<file path="config.mk">
export PLATFORM = sky130hd
export DESIGN_NAME = muldiv_unit
export DESIGN_NICKNAME = d
export VERILOG_FILES = /design/src/rtl/muldiv_pkg.sv /design/src/rtl/muldiv_unit_div_core.sv /design/src/rtl/muldiv_unit.sv
export SDC_FILE = /design/constraint.sdc
export NUM_CORES = 1
export LEC_CHECK = 0
export ABC_AREA = 1
export CORE_MARGIN = 8
export CORE_UTILIZATION = 45
export CTS_BUF_LIST = sky130_fd_sc_hd__clkbuf_16
export CTS_CLUSTER_SIZE = 28
export DETAILED_ROUTE_END_ITERATION = 10
export SLEW_MARGIN = 20
export SYNTH_ARGS = -nofsm -noshare
export SYNTH_HDL_FRONTEND = slang
export SYNTH_SLANG_ARGS = --single-unit
</file>
<file path="constraint.sdc">
create_clock -name clk -period 2.7 [get_ports clk]
set_input_delay 0.81 -clock clk [delete_from_list [all_inputs] [get_ports clk]]
set_output_delay 0.81 -clock clk [all_outputs]
set_load 0.005 [all_outputs]
</file>
<file path="src/rtl/muldiv_pkg.sv">
// muldiv_pkg: operation codes, FSM states and iteration count shared by the multiply/divide unit.
package muldiv_pkg;
  typedef enum logic [2:0] {
    OP_MULT  = 3'b000,
    OP_MULTU = 3'b001,
    OP_DIV   = 3'b010,
    OP_DIVU  = 3'b011,
    OP_MTHI  = 3'b100,
    OP_MTLO  = 3'b101
  } md_op_e;
  typedef enum logic [1:0] {S_IDLE, S_MUL, S_DIV, S_FIX} state_e;
  localparam int ITERS = 32;
endpackage

</file>
<file path="src/rtl/muldiv_unit_div_core.sv">
// div_core: radix-2 restoring divider on operand magnitudes with final sign fix.
module div_core #(
  parameter int W = 32
) (
  input  logic         clk,
  input  logic         resetn,
  input  logic         i_load,
  input  logic         i_step,
  input  logic         i_signed,
  input  logic [W-1:0] i_a,
  input  logic [W-1:0] i_b,
  output logic [W-1:0] o_quot,
  output logic [W-1:0] o_rem,
  output logic         o_zero
);
  logic [W-1:0] r_q, r_r, r_d;
  logic         r_neg_q, r_neg_r, r_zero;
  logic [W:0]   w_sh, w_diff;
  assign w_sh   = {r_r, r_q[W-1]};
  assign w_diff = w_sh - {1'b0, r_d};
  always_ff @(posedge clk or negedge resetn) begin
    if (!resetn) begin
      r_q     <= '0;
      r_r     <= '0;
      r_d     <= '0;
      r_neg_q <= 1'b0;
      r_neg_r <= 1'b0;
      r_zero  <= 1'b0;
    end else if (i_load) begin
      r_q     <= (i_signed && i_a[W-1]) ? -i_a : i_a;
      r_d     <= (i_signed && i_b[W-1]) ? -i_b : i_b;
      r_r     <= '0;
      r_neg_q <= i_signed && (i_a[W-1] ^ i_b[W-1]);
      r_neg_r <= i_signed && i_a[W-1];
      r_zero  <= i_b == '0;
    end else if (i_step) begin
      r_r <= w_diff[W] ? w_sh[W-1:0] : w_diff[W-1:0];
      r_q <= {r_q[W-2:0], ~w_diff[W]};
    end
  end
  // With a zero divisor the remainder register ends up holding |a|, so the sign fix restores a.
  assign o_quot = r_zero ? '1 : (r_neg_q ? -r_q : r_q);
  assign o_rem  = r_neg_r ? -r_r : r_r;
  assign o_zero = r_zero;
endmodule

</file>
<file path="src/rtl/muldiv_unit.sv">
// muldiv_unit: MIPS-style HI/LO multiply/divide unit with iterative shift-add multiply and restoring divide.
// Define MULDIV_FAST_MUL_EN for a single-cycle combinational multiply.
module muldiv_unit
  import muldiv_pkg::*;
#(
  parameter int DATA_WIDTH = 32
) (
  input  logic                  clk,
  input  logic                  resetn,
  input  logic                  start,
  input  logic [2:0]            md_op,
  input  logic [DATA_WIDTH-1:0] a_in,
  input  logic [DATA_WIDTH-1:0] b_in,
  output logic                  busy,
  output logic                  done,
  output logic                  div_zero,
  output logic [DATA_WIDTH-1:0] hi,
  output logic [DATA_WIDTH-1:0] lo
);
  localparam int W = DATA_WIDTH;
  localparam logic [4:0] LAST = 5'(ITERS - 1);
`ifdef MULDIV_FAST_MUL_EN
  localparam state_e MUL_ENTRY = S_FIX;
`else
  localparam state_e MUL_ENTRY = S_MUL;
`endif
  state_e         r_state, w_next;
  logic [4:0]     r_cnt;
  logic           r_neg, r_is_div, r_done, r_dz;
  logic [W-1:0]   r_hi, r_lo, r_mplier;
  logic [2*W-1:0] r_prod, r_mcand;
  logic           w_accept, w_is_mul, w_is_div, w_sgn, w_mul_neg, w_zero;
  logic [W-1:0]   w_a_mag, w_b_mag, w_quot, w_rem;
  logic [2*W-1:0] w_prod_init, w_prod_fin;
  assign w_accept = start && (r_state == S_IDLE);
  assign w_is_mul = (md_op == OP_MULT) || (md_op == OP_MULTU);
  assign w_is_div = (md_op == OP_DIV) || (md_op == OP_DIVU);
  assign w_sgn    = (md_op == OP_MULT) || (md_op == OP_DIV);
  assign w_a_mag  = (w_sgn && a_in[W-1]) ? -a_in : a_in;
  assign w_b_mag  = (w_sgn && b_in[W-1]) ? -b_in : b_in;
`ifdef MULDIV_FAST_MUL_EN
  // Sign-extended operands give the correct signed or unsigned product in the low 2W bits.
  assign w_prod_init = {{W{w_sgn && a_in[W-1]}}, a_in} * {{W{w_sgn && b_in[W-1]}}, b_in};
  assign w_mul_neg   = 1'b0;
`else
  assign w_prod_init = '0;
  assign w_mul_neg   = w_sgn && (a_in[W-1] ^ b_in[W-1]);
`endif
  assign w_prod_fin = r_neg ? -r_prod : r_prod;
  assign busy       = r_state != S_IDLE;
  assign done       = r_done;
  assign div_zero   = r_dz;
  assign hi         = r_hi;
  assign lo         = r_lo;
  div_core #(.W(W)) u_div (
    .clk      (clk),
    .resetn   (resetn),
    .i_load   (w_accept && w_is_div),
    .i_step   (r_state == S_DIV),
    .i_signed (w_sgn),
    .i_a      (a_in),
    .i_b      (b_in),
    .o_quot   (w_quot),
    .o_rem    (w_rem),
    .o_zero   (w_zero)
  );
  always_ff @(posedge clk or negedge resetn) begin
    if (!resetn) r_state <= S_IDLE;
    else r_state <= w_next;
  end
  always_comb begin
    w_next = r_state;
    case (r_state)
      S_IDLE:       w_next = !w_accept ? S_IDLE : w_is_mul ? MUL_ENTRY : w_is_div ? S_DIV : S_IDLE;
      S_MUL, S_DIV: w_next = (r_cnt == LAST) ? S_FIX : r_state;
      S_FIX:        w_next = S_IDLE;
      default:      w_next = S_IDLE;
    endcase
  end
  always_ff @(posedge clk or negedge resetn) begin
    if (!resetn) begin
      r_cnt    <= '0;
      r_neg    <= 1'b0;
      r_is_div <= 1'b0;
      r_done   <= 1'b0;
      r_dz     <= 1'b0;
      r_hi     <= '0;
      r_lo     <= '0;
      r_mplier <= '0;
      r_prod   <= '0;
      r_mcand  <= '0;
    end else begin
      r_done <= r_state == S_FIX;
      r_cnt  <= (r_state == S_MUL || r_state == S_DIV) ? r_cnt + 5'd1 : '0;
      if (w_accept && (w_is_mul || w_is_div)) begin
        r_dz     <= 1'b0;
        r_is_div <= w_is_div;
        r_neg    <= w_mul_neg;
        r_mcand  <= {{W{1'b0}}, w_a_mag};
        r_mplier <= w_b_mag;
        r_prod   <= w_prod_init;
      end
      if (w_accept && md_op == OP_MTHI) r_hi <= a_in;
      if (w_accept && md_op == OP_MTLO) r_lo <= a_in;
      if (r_state == S_MUL) begin
        if (r_mplier[0]) r_prod <= r_prod + r_mcand;
        r_mcand  <= r_mcand << 1;
        r_mplier <= r_mplier >> 1;
      end
      if (r_state == S_FIX) begin
        {r_hi, r_lo} <= r_is_div ? {w_rem, w_quot} : w_prod_fin;
        if (r_is_div) r_dz <= w_zero;
      end
    end
  end
endmodule

</file>
**M3 wires**

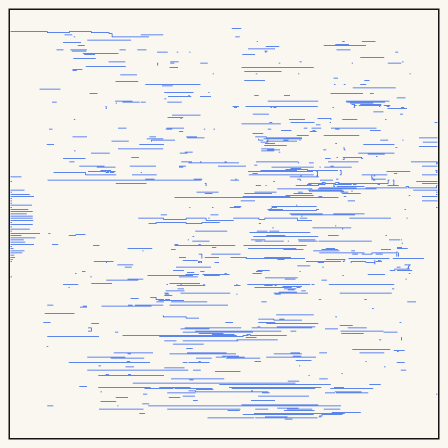
The wires run mostly horizontal. The layer holds 6.3% of the routed length. 464 nets have wire on it.
routed vias: 31.6k
WL final: 120000 um
routing usage on met3: 0.0404

**Routing congestion**

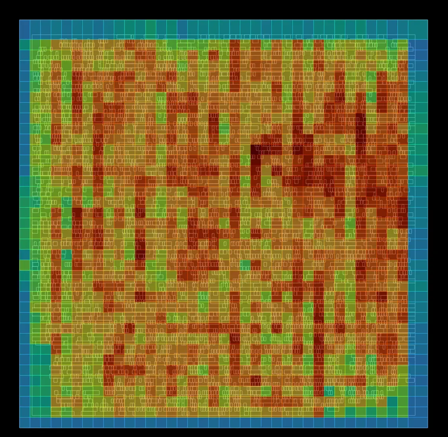
DR WL/cell: 20.4 um
Tot GR Track Use: 0.326

==> job_summary.md <==
### Yosys + OpenROAD results

| Metric | Value |
|---|---|
| Status | finished, final reports clean |
| Clock group total power | 5.58 mW |
| Latency at later pin | about 600 ps |
| Vias per Instance | roughly 5.4 |
| Buffering overhead | 0.111 |
| Syn. warnings | 0 |
| Fin. Hold Viols | 0 |
| Fin. max-slew vios | 0 |
| Syn Nets | just under 5k |
| Cell chain of the critical path | inv_2, ha_4, inv_1, clkdlybuf4s50_1 |
| CP endpoint kind | output port |
| Internal Power | just under 20 mW |
| Switching Power | around 22 mW |
| Crit path DAT | ~1800 ps |
| Leak | 18.2 nW |
| Commonest flop | dfrtp_1 |
| Count leader, synth | nand2_1 |
| HPWL after DPL | ~97000 um |
| Post-route DRC | 0 |
| Met2 WL post-DR | 54400 um |
| Crit Path Max Fanout | 4 |
| Number of clock-tree buffers in the layout | approximately 43 |
| Pwr dens | between 1000 and 1500 nW/um2 |
| Logic area | 17000 um2 |
| Diode count | 0 |
| Sequential cell area | 8360 um2 |
| DR iter-0 viols | 3274 |
| N_taps | 846 |
| Combinational power share | 0.640 |
| Ao+oa area frac | 0.130 |
| Fillers | 6610 |
| Most numerous logic cells after layout | 1659 x nand2_1, 730 x inv_1, 401 x nand3_1 |
| H-tree depth | 2 |
| Top cells by area | dfrtp_1 29%, nand2_1 22%, inv_1 9.5%, nand3_1 7.1%, ha_1 4.7% |
| Top cell type's share of synthesized area | 0.292 |
| Total gr overflow | 0 |
| Synth Area in Adders | 0.0482 |
| Post-synth EDFFs | 0 |
| Met1 wire length | a little over 50000 um |
| Sequential power | 9.14 mW |
| CTS Buffer Depth | 3 |
| Yosys Instances | between 4k and 5k |
| GR Util met2 | 0.528 |
| Max IR drop VDD | 666 uV |
| Sw frac | 0.528 |
| Top Consumer | combinational logic |
| Combinational share of cell area | 0.495 |
| Top cell category | multi-input combinational cells |
| Final setup margin | around 80 ps |
| GR peak layer | met2 |
| Max-cap violations | 0 |
| Clk tree area frac | 0.0385 |
| Non-clock buffers | between 400 and 500 |
| Util after Layout | 0.545 |
| Share of cells above drive strength 1 | 0.0878 |
| Vias in the first global route | roughly 29k |
| Die Y-Extent | roughly 270 um |
| Clock root buffer | clkbuf_16 |
| Sequential Power Share | 0.223 |
| Seq area share | 0.244 |
| Rows | between 90 and 100 |
| Tool Warnings | 30 |
| Max incr delay on CP | a little under 500 ps |
| Design area | about 34000 um2 |
| Initial antenna violation count | 0 |
| CTS tree | yes |
| Hold WC Path Type | input port to async pin |
| Inverter count | roughly 740 |
| First-pass GRT wire length | between 150000 and 200000 um |
| Final min period | approximately 2600 ps |
| Ys flops | roughly 330 |
| Crit path from | r_state[0] |
| NumNets Final | about 5.2k |
| Place WS | -245 ps |
| FF+latch count | roughly 330 |
| CTS hold repair buffers | 0 |
| Placed Instances | approximately 5.8k |
| Drt pass-1 iters | 8 |
| Area Growth Syn to Fin | 19.9% |
| Post-synthesis xor/xnor area fraction | 0.0282 |
| Met3 routed WL | 7520 um |
| ANT nets after route | 0 |
| Placed instance area | roughly 33000 um2 |
| Combinational Power | between 20 and 30 mW |
| Mapped Cells | between 4k and 5k |
| CP startpoint kind | register |
| Die Wd | around 270 um |
| Post-synth top cells | 1662 x nand2_1, 727 x inv_1, 405 x nand3_1 |
| Gates resized, CTS repair | 2 |
| Hold WS | about 130 ps |
| Final setup violating endpoints | 0 |
| Most used logic cell in the final layout | nand2_1 |
| Final period util | 0.971 |
| Yosys Chip Area | 28600 um2 |
| Post-Syn Area | ~29000 um2 |
| Seq share, synth | 0.292 |
| AND/OR/NAND/NOR Cells, Area Fraction | 0.383 |
| Critical Path RT | between 1500 and 2000 ps |
| Tightest Pin Transition | 699 ps |
| Cell type with the largest total area | dfrtp_1 |
**Sequential cells coloured by netlist name**

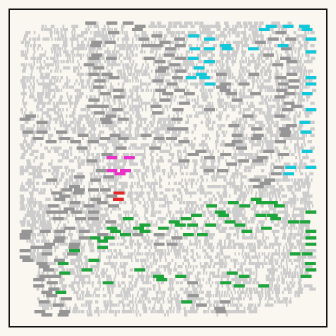
`r_state`: in red, flops 2. `lo`: in cyan, flops 32, where top right. `r_cnt`: in magenta, flops 5. `r_prod`: in green, flops 64.
Another 231 sequential cells are not coloured.

**Routed metal, one colour a layer**

Two of the layers only.
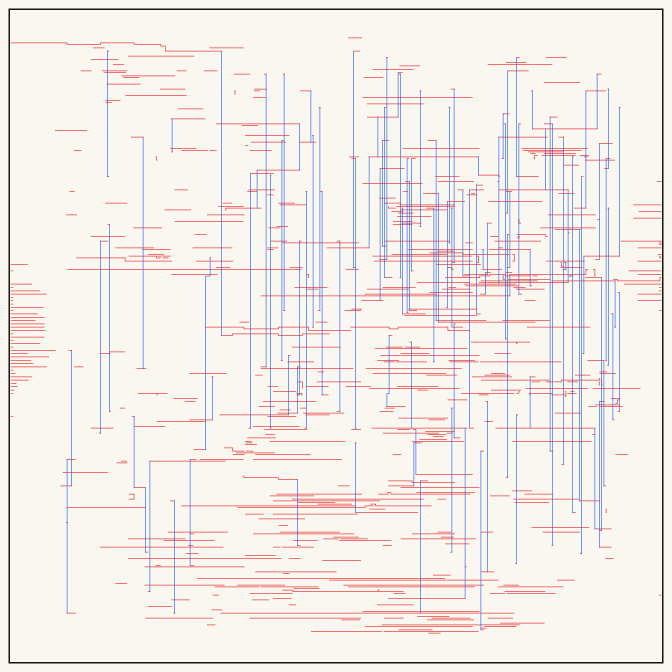
metal 4: in blue, wire length 6280 um. metal 3: in red, wire length 7520 um.

path summary, 6_finish.rpt:
path | endpoint | slack (ps) | cells after the start
worst max-delay path | busy | 80 | 4
worst min-delay path | r_prod[18] | 130 | 1
worst max register to register | r_prod[52] | 150 | 12
worst min register to register | r_cnt[0] | 480 | 1
max in group asynchronous | u_div.r_d[19] | 1820 | 2
min in group clk | r_cnt[0] | 480 | 1
registers in the layout, indices dropped and copies added (netlist names):
signal and cells:
div_zero 1, done 1, hi 32, lo 32
r_cnt 5, r_is_div 1, r_mcand 64, r_mplier 32
r_neg 1, r_prod 64, r_state 2, u_div.o_zero 1
u_div.r_d 32, u_div.r_neg_q 1, u_div.r_neg_r 1, u_div.r_q 32
u_div.r_r 32
Power is estimated from default activity; no workload was simulated.
